Design systolic_matrix_feeder, sky130hd; sources not shown.
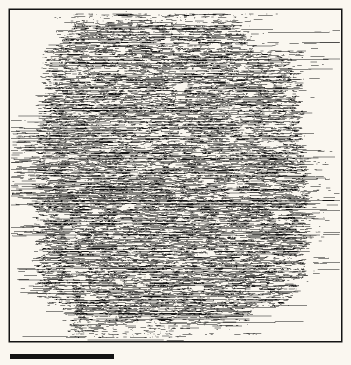
(images/m1.png)
The bar under the picture is 100 microns long.
- wire length on this layer: 63.6 mm
- nets with wire on the layer: 5078
M1 GR Usage: 40.43%
Total Routed Length: 151.5 mm
vias: 39.53k

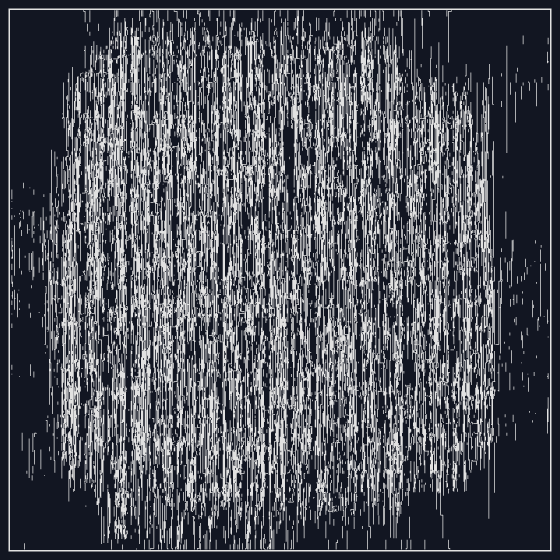
(images/m2.png)
- longest straight run: 114 microns
- share of all routed wire: 45%
grt met2 use: 46.07%

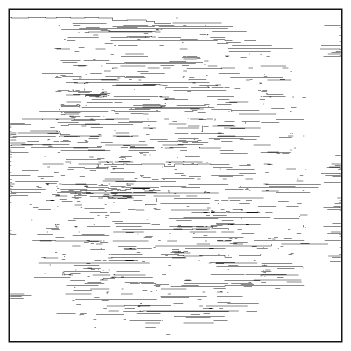
(images/m3.png)
- nets with wire on the layer: 420
- main direction: horizontal
- longest straight run: 143 microns
- wire length on this layer: 12900 microns
met3 GRT Util: 5.442%

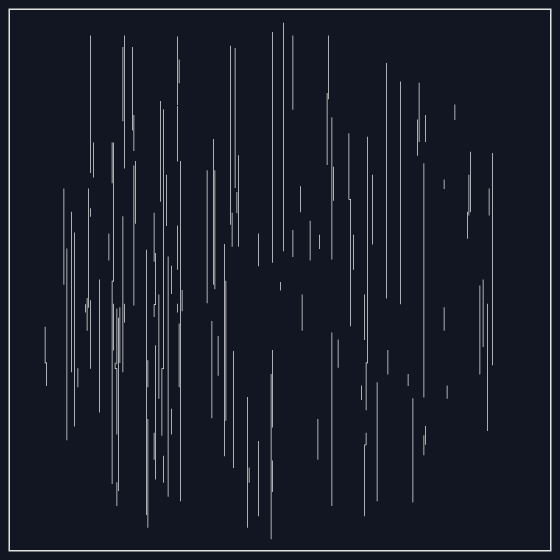
(images/m4.png)
- main direction: vertical
- longest straight run: 201 microns
- nets with wire on the layer: 69
- share of all routed wire: 4.2%
- wire length on this layer: 6340 microns

==> job_summary.md <==
## Implementation flow summary

| Metric | Value |
|---|---|
| Status | `complete, no violations` |
| Worst Hold Class | `reg -> reg` |
| Diode count | `3` |
| GP Congestion | `0.8511` |
| Final period utilization | `between 60 and 70%` |
| Final Slew Violations | `0` |
| Hold WS | `0.4315 ns` |
| Pre-CTS WS | `1.625 ns` |
| GRT Residual Overflow | `0` |
| Buffers, non-clock | `~320` |
| Worst Path Arrival | `4.61 ns` |
| Leakage dissipation | `23.89 nW` |
| Cell count after placement | `6602` |
| Max clock buf depth | `3` |
| Worst Tran Pin Value | `1.144 ns` |
| Drt pass-1 iters | `6` |
| Simple-Gate Fraction of Synth Area | `29.45%` |
| Vias in the first global route | `37.76k` |
| Initial antenna violation count | `4` |
| Crit end category | `register` |
| FF+latch count, synth | `975` |
| Pwr Density | `322.7 nW/um^2` |
| Top Family by Delay on Critical Path | `simple AND/OR/NAND/NOR gates` |
| Finished Cell Area | `between 50000 and 60000 sq um` |
| Setup ws final | `1.771 ns` |
| Seq share, synth | `54.72%` |
| Tool warnings | `roughly 55` |
| Num CTS Buffers | `between 100 and 150` |
-- power breakdown --
group | total, mW | switching (mW) | internal (mW)
clock | 6.99 | 2.84 | 4.16
combinational | 2.58 | 2.10 | 0.483
sequential | 6.92 | 0.0895 | 6.83
total | 16.5 | 5.02 | 11.5
-- cell usage in the layout (no fill, tap or decap), types with 35 or more instances in the layout --
master	count
nand2_1	1881
dfrtp_1	974
o21ai_0	633
nand3_1	559
nor2_1	359
nand4_1	258
clkdlybuf4s50_1	191
o21ai_1	175
clkbuf_16	106
buf_4	87
a21oi_1	72
inv_1	35
-- routing by layer --
| metal | track usage, % | routed length (microns) |
|---|---|---|
| met3 | 5.442 | 12860 |
| met5 | 0 | 12 |
| met4 | 13.08 | 6339 |
| met1 | 40.43 | 63650 |
| met2 | 46.07 | 68630 |
Power figures rest on the tool's default switching activity, not on a simulated workload.
